run_1/clocks.png
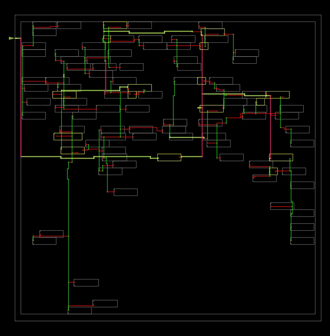
run_1/logic_types.png
(2 px per µm)
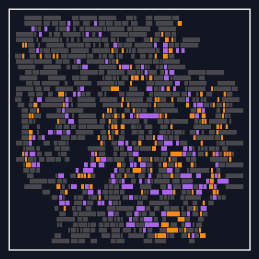
run_1/wires.png
(4 px per µm)
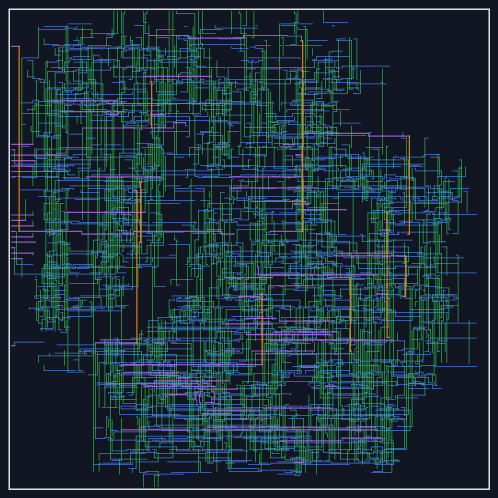
run_1/power_grid.png
(3 px per µm) Pins as bars on the die edge.
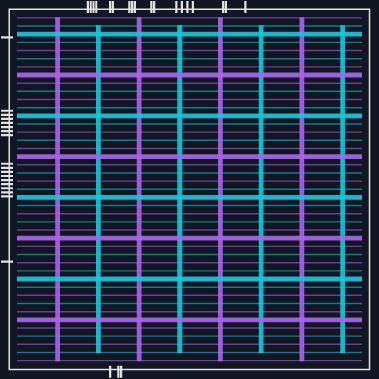
--- src/rtl/fire_scheduler.sv ---
// Round sequencer for the 3x3 fire/gold game: WARN -> ACTIVE -> GAP rounds paced by an
// internal tick, LFSR-generated fire patterns avoiding gold cells, and a level ramp.
module fire_scheduler #(
  parameter int         BASE_PERIOD      = 50_000_000,
  parameter int         PERIOD_STEP      = 5_000_000,
  parameter int         LEVEL_MAX        = 7,
  parameter int         ROUNDS_PER_LEVEL = 4,
  parameter int         WARN_TICKS       = 2,
  parameter int         ACTIVE_TICKS     = 3,
  parameter int         GAP_TICKS        = 1,
  parameter int         MAX_FIRES        = 4,
  parameter logic [8:0] SEED             = 9'b101000100,
  parameter int         CNT_W            = 28
) (
  input  logic       clk,
  input  logic       rst,
  input  logic       run,
  input  logic       freeze,
  input  logic [8:0] gold_mask,
  output logic [1:0] phase,
  output logic [8:0] warn_state,
  output logic [8:0] fire_state,
  output logic       fire_new,
  output logic       round_done,
  output logic       tick,
  output logic [2:0] level
);

  typedef enum logic [1:0] {IDLE = 2'd0, WARN = 2'd1, ACTIVE = 2'd2, GAP = 2'd3} state_t;

  localparam int RW = (ROUNDS_PER_LEVEL < 2) ? 1 : $clog2(ROUNDS_PER_LEVEL);
  localparam int TW = 8;
  localparam int PW = CNT_W + 4;

  state_t           state, state_nxt;
  logic [CNT_W-1:0] cnt, cnt_nxt, term;
  logic [TW-1:0]    ptick, ptick_nxt, ptick_last;
  logic [8:0]       lfsr, lfsr_nxt, lfsr_adv;
  logic [8:0]       pat, pat_nxt, new_pat;
  logic [RW-1:0]    rnd, rnd_nxt;
  logic [2:0]       level_nxt;
  logic [8:0]       warn_nxt, fire_nxt;
  logic             fire_new_nxt, round_done_nxt, tick_nxt;
  logic             start_round;
  logic [PW-1:0]    dec, base_p, period;
  logic [8:0]       cand, capped, fallback;
  logic             found;
  int               n;

  // Period shrinks with level and is floored at 2 so the counter always wraps.
  assign base_p = PW'(BASE_PERIOD);
  assign dec    = PW'(level) * PW'(PERIOD_STEP);
  assign period = ((dec + PW'(2)) > base_p) ? PW'(2) : (base_p - dec);
  assign term   = CNT_W'(period - PW'(1));

  assign lfsr_adv = {lfsr[7:0], lfsr[8] ^ lfsr[4]};
  assign phase    = state;

  always_comb begin
    case (state)
      WARN:    ptick_last = TW'(WARN_TICKS - 1);
      ACTIVE:  ptick_last = TW'(ACTIVE_TICKS - 1);
      default: ptick_last = TW'(GAP_TICKS - 1);
    endcase
  end

  // Lowest-index MAX_FIRES candidates; fall back to the first non-gold cell.
  always_comb begin
    cand     = lfsr_adv & ~gold_mask;
    capped   = '0;
    fallback = '0;
    found    = 1'b0;
    n        = 0;
    for (int i = 0; i < 9; i++) begin
      if (cand[i] && (n < MAX_FIRES)) begin
        capped[i] = 1'b1;
        n = n + 1;
      end
    end
    for (int i = 0; i < 9; i++) begin
      if (!gold_mask[i] && !found) begin
        fallback[i] = 1'b1;
        found       = 1'b1;
      end
    end
    new_pat = (capped != '0) ? capped : fallback;
  end

  always_comb begin
    state_nxt      = state;
    cnt_nxt        = cnt;
    ptick_nxt      = ptick;
    lfsr_nxt       = lfsr;
    pat_nxt        = pat;
    rnd_nxt        = rnd;
    level_nxt      = level;
    warn_nxt       = warn_state;
    fire_nxt       = fire_state;
    fire_new_nxt   = 1'b0;
    round_done_nxt = 1'b0;
    tick_nxt       = 1'b0;
    start_round    = 1'b0;
    if (!run) begin
      state_nxt = IDLE;
      cnt_nxt   = '0;
      ptick_nxt = '0;
      pat_nxt   = '0;
      rnd_nxt   = '0;
      level_nxt = '0;
      warn_nxt  = '0;
      fire_nxt  = '0;
    end else if (freeze) begin
      // hold everything; pulses drop and the pending tick waits
    end else if (state == IDLE) begin
      cnt_nxt     = '0;
      ptick_nxt   = '0;
      start_round = 1'b1;
    end else if (cnt == term) begin
      cnt_nxt  = '0;
      tick_nxt = 1'b1;
      if (ptick == ptick_last) begin
        ptick_nxt = '0;
        case (state)
          WARN: begin
            state_nxt    = ACTIVE;
            warn_nxt     = '0;
            fire_nxt     = pat;
            fire_new_nxt = 1'b1;
          end
          ACTIVE: begin
            fire_nxt       = '0;
            round_done_nxt = 1'b1;
            if (rnd == RW'(ROUNDS_PER_LEVEL - 1)) begin
              rnd_nxt = '0;
              if (level != 3'(LEVEL_MAX)) level_nxt = level + 3'd1;
            end else begin
              rnd_nxt = rnd + RW'(1);
            end
            if (GAP_TICKS == 0) start_round = 1'b1;
            else state_nxt = GAP;
          end
          default: start_round = 1'b1;
        endcase
      end else begin
        ptick_nxt = ptick + TW'(1);
      end
    end else begin
      cnt_nxt = cnt + CNT_W'(1);
    end
    if (start_round) begin
      state_nxt = WARN;
      lfsr_nxt  = lfsr_adv;
      pat_nxt   = new_pat;
      warn_nxt  = new_pat;
      fire_nxt  = '0;
    end
  end

  always_ff @(posedge clk or posedge rst) begin
    if (rst) begin
      state      <= IDLE;
      cnt        <= '0;
      ptick      <= '0;
      lfsr       <= SEED;
      pat        <= '0;
      rnd        <= '0;
      level      <= '0;
      warn_state <= '0;
      fire_state <= '0;
      fire_new   <= 1'b0;
      round_done <= 1'b0;
      tick       <= 1'b0;
    end else begin
      state      <= state_nxt;
      cnt        <= cnt_nxt;
      ptick      <= ptick_nxt;
      lfsr       <= lfsr_nxt;
      pat        <= pat_nxt;
      rnd        <= rnd_nxt;
      level      <= level_nxt;
      warn_state <= warn_nxt;
      fire_state <= fire_nxt;
      fire_new   <= fire_new_nxt;
      round_done <= round_done_nxt;
      tick       <= tick_nxt;
    end
  end

endmodule

--- config.mk ---
export PLATFORM = sky130hd
export DESIGN_NAME = fire_scheduler
export DESIGN_NICKNAME = d
export VERILOG_FILES = /design/src/rtl/fire_scheduler.sv
export SDC_FILE = /design/constraint.sdc
export NUM_CORES = 1
export LEC_CHECK = 0
export CAP_MARGIN = 20
export CORE_MARGIN = 2
export CORE_UTILIZATION = 50
export DETAILED_ROUTE_END_ITERATION = 8
export PLACE_DENSITY = 0.74
export SYNTH_ARGS = -nofsm -noshare
export SYNTH_HDL_FRONTEND = slang
export SYNTH_SLANG_ARGS = --single-unit
--- constraint.sdc ---
create_clock -name clk -period 5.3 [get_ports clk]
set_input_delay 1.06 -clock clk [delete_from_list [all_inputs] [get_ports clk]]
set_output_delay 1.06 -clock clk [all_outputs]
set_load 0.05 [all_outputs]
==> impl_metrics.tcl, run 1 <==
# place-and-route summary
set metrics [dict create \
    pwr.group.combinational_mw 0.512 \
    synth.cellmix.xorXnorShare 0.102 \
    path_max_fanout 8 \
    topCellsByArea "dfrtp_1, xnor2_1, nor2_1" \
    global_route.usage.met3 0.0428 \
    yosysWarningCount 0 \
    synth_instances 787 \
    post_route_cells_drive_above_1_share 0.142 \
    synth.cellmix.simpleShare 0.260 \
    finalWorstPathRequiredPeriod_ps 5140 \
    final_nets 878 \
    slew_worst_pin_ps 836 \
    detailroute.wirelength.met2_mm 8.86 \
    cts_tree "built" \
    final-setup-viol-count 0 \
    dp.cells 998 \
    synth_adder_area_share 0.0498 \
    final_antenna_net_count 0 \
    path_class_of_the_lowest_slack_min_delay_path "flop to flop" \
    cp_slowest_stage_delay_ps 500 \
    maxPowerGroup "sequential cells" \
    num_rows 42 \
    yosys-stat-cells 787 \
    drt_first_iter_violations 448 \
    run_status "finished, final reports clean" \
    postLayoutCoreUtil 0.601 \
    top_signal_layer_used "met4" \
    p_sw_frac 0.330 \
    enable_flop_cells 0 \
    synth_top_cell_by_count "nor2_1" \
    pg_seq_mw 0.738 \
    hpwlAfterDp_mm 13.7 \
    dpl_worst_slack_ps -5.70 \
    slew_violations 0 \
    largest_net_degree_at_the_start_of_global_routing 49 \
    r2r_start "level[0]" \
    power.share.clock 0.342 \
    cts.repair.resized 0 \
    clk_pin_slew_worst_paths_ps 70 \
    fraction_of_area_in_clock_buffers_and_inverters 0.0388 \
    fillers 1135 \
    nNonClkInverters 35 \
    netlist_area_before_placement_mm2 0.00668 \
    post_synthesis_net_count 826 \
    largest_cell_class "logic gates" \
    n_all_buffers 74 \
    required_ps 5570 \
    fraction_of_registers_with_async_set_reset 1.00 \
    ys_seq_elements 82 \
    ys_area_mm2 0.00668 \
    min_path_cells 2 \
    main_kind_of_combinational_logic_by_area "simple AND/OR/NAND/NOR gates" \
    fin_tns_setup_ps 0 \
    cp_cell_sequence "clkinvlp_4 > ha_4 > inv_6 > ha_4 > inv_2 > fa_2 > and2b_2 > o22ai_4 > xnor2_4 > xnor2_1 > o221a_1 > or3_4 > or3_4 > xnor2_2 > or4_4 > a2111oi_4 > buf_4 > buf_4 > nor2_2 > or3_1 > a21oi_1" \
    power_dens_cells_mw_per_mm2 240 \
    grt_busiest_layer "met2" \
    logic_area_mm2 0.00451 \
]
Notes on clocks.png above:
Clock net power: 0.648 mW
count of clock tree sinks: 82
final sequential cell count: 82

Notes on logic_types.png above:
[nor cells] orange | cells: 143 | most used: nor2_1
[aoi and oai cells] purple | cells: 130 | most used: o21ai_0
combinational share of cell area: 0.571
final cell count without fillers: 1020

Notes on wires.png above:
[metal 1] blue | wire length: 7730 µm
[metal 3] purple | wire length: 1030 µm
[metal 4] orange | wire length: 260 µm
[metal 2] green | wire length: 8860 µm
WL/cell: 17.5 µm
overall global routing resource usage: 0.259
routed via count: 6176
total wirelength of the detailed-routed design: 17.9 mm

Notes on power_grid.png above:
[VSS] purple
[VDD] cyan
signal pins: 39
met5 straps: 8
rows: 42
met1 rails: 43
met4 straps: 8
die extent in y: 120 µm
floorplan core area: 0.0131 mm²
IR drop worst, VDD: 242 µV
width of the die: 120 µm

run 1: final timing paths:
path	to	slack, ps
worst max-delay path	ptick[4]	160
worst min-delay path	fire_state[2]	500
worst max register to register	ptick[4]	160
worst min register to register	fire_state[2]	500
max in group asynchronous	cnt[11]	3190
min in group asynchronous	fire_state[7]	1170
run 1: critical path: cells and delay by family (launching register included):
family / cells / cell delay (ps)
buffers and inverters: 5 / 590
XOR/XNOR: 3 / 500
adder cells (fa/ha/maj): 3 / 780
AND/OR/NAND/NOR: 6 / 1920
AND-OR/OR-AND: 4 / 870
flip-flops: 1 / 390
--- run 2 (diff from run 1) ---
- SLEW_MARGIN: default -> 0
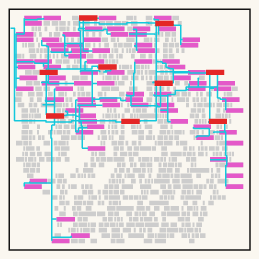
run_2/clk_routes.png
(2 px per µm)
[clock drivers] red | count: 9
[clock wires] cyan | length: 1090 µm
[flip-flops] magenta | count: 82
routed clock nets: 10
worst-skew pair later-pin latency: 350 ps
clock group share of total power: 0.342
Setup Skew: 15.9 ps

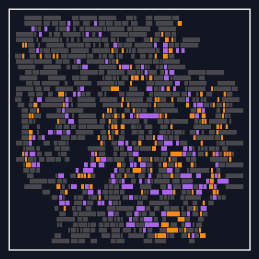
run_2/logic_types.png
(2 px per µm)
most frequent logic cell in the layout: nor2_1

==> run 2 against run 1 <==
Effect of this change: die size unchanged; highest routed layer unchanged; core utilization unchanged; clock power about the same; critical endpoint unchanged; combinational power about the same; power unchanged; non-clock buffer count unchanged; critical path type unchanged; flip-flop count unchanged; sequential power about the same; critical path depth unchanged.
==> impl_metrics.tcl, run 2 <==
# place-and-route summary
set metrics [dict create \
    regToRegEndpoint "ptick[4]" \
    n_all_buffers 74 \
    slew_violations 0 \
    die_w_um 120 \
    ir_drop_worst_vdd_uv 242 \
    comb_area_share 0.571 \
    slew_worst_pin_ps 836 \
    fraction_of_registers_with_async_set_reset 1.00 \
    core_mm2 0.0131 \
    setup.worst_path.start "level[0]" \
    post_synthesis_net_count 826 \
    required_ps 5570 \
    global_route.usage.met3 0.0428 \
    ys_area_mm2 0.00668 \
    final-setup-viol-count 0 \
    fin_tns_setup_ps 0 \
    numClockSinks 82 \
    synth_adder_area_share 0.0498 \
    cp.buffers_inverters 5 \
    post_route_cells_drive_above_1_share 0.142 \
    run_status "finished, final reports clean" \
    largest_cell_class "logic gates" \
    logic_depth_of_the_worst_setup_path_including_buffers 21 \
    synth.cellmix.xorXnorShare 0.102 \
    drt_first_iter_violations 448 \
    synth_top_cell_by_count "nor2_1" \
    synth.cellmix.simpleShare 0.260 \
    yosysWarningCount 0 \
    clk_pin_slew_worst_paths_ps 70 \
    synth_instances 787 \
    fraction_of_area_in_clock_buffers_and_inverters 0.0388 \
    cp_slowest_stage_delay_ps 500 \
    ys_seq_elements 82 \
    cts_tree "built" \
    finalWorstPathRequiredPeriod_ps 5140 \
    dp.cells 998 \
    yosys-stat-cells 787 \
    path_class_of_the_lowest_slack_min_delay_path "flop to flop" \
    path_max_fanout 8 \
    path_delay_family "simple AND/OR/NAND/NOR gates" \
    main_kind_of_combinational_logic_by_area "simple AND/OR/NAND/NOR gates" \
    postLayoutCoreUtil 0.601 \
    largest_net_degree_at_the_start_of_global_routing 49 \
    netlist_area_before_placement_mm2 0.00668 \
    critical_path.endpoint "ptick[4]" \
    avgRoutedWirePerCell_um 17.5 \
    detailroute.wirelength.met2_mm 8.86 \
    grt_busiest_layer "met2" \
    cp_cell_sequence "clkinvlp_4 > ha_4 > inv_6 > ha_4 > inv_2 > fa_2 > and2b_2 > o22ai_4 > xnor2_4 > xnor2_1 > o221a_1 > or3_4 > or3_4 > xnor2_2 > or4_4 > a2111oi_4 > buf_4 > buf_4 > nor2_2 > or3_1 > a21oi_1" \
    r2r_start "level[0]" \
    finalWirelength_mm 17.9 \
    hpwlAfterDp_mm 13.7 \
    dpl_worst_slack_ps -5.70 \
    final_nets 878 \
    topCellsByArea "dfrtp_1, xnor2_1, nor2_1" \
    regToRegSetupSlack_ps 160 \
    top_signal_layer_used "met4" \
    power_dens_cells_mw_per_mm2 240 \
    final_antenna_net_count 0 \
    grt.total_usage 0.259 \
    enable_flop_cells 0 \
]
==> run 2: tightest hold or removal path, cell delays in order, from the launching register on <==
cell	delay, ps
dfrtp_1	340
nand3_1	60
o21ai_0	60
==> run 2: how the worst min path moves through the flow <==
stage                              from       endpoint  slack, ps  depth (start not counted)
after global placement           pat[8]         pat[8]        490                          1
after global routing      fire_state[1]  fire_state[1]        520                          2
after floorplan                  pat[8]         pat[8]        460                          1
after detailed placement  fire_state[2]  fire_state[2]        490                          2
final                     fire_state[2]  fire_state[2]        500                          2
after CTS                 fire_state[2]  fire_state[2]        510                          2
==> run 2: where the power goes <==
part	leakage [nW]	internal [mW]	switching (mW)	total (mW)
sequential	1.11	0.685	0.0533	0.738
combinational	1.90	0.215	0.297	0.512
clock	0.147	0.372	0.276	0.648
Power figures rest on the tool's default switching activity, not on a simulated workload.
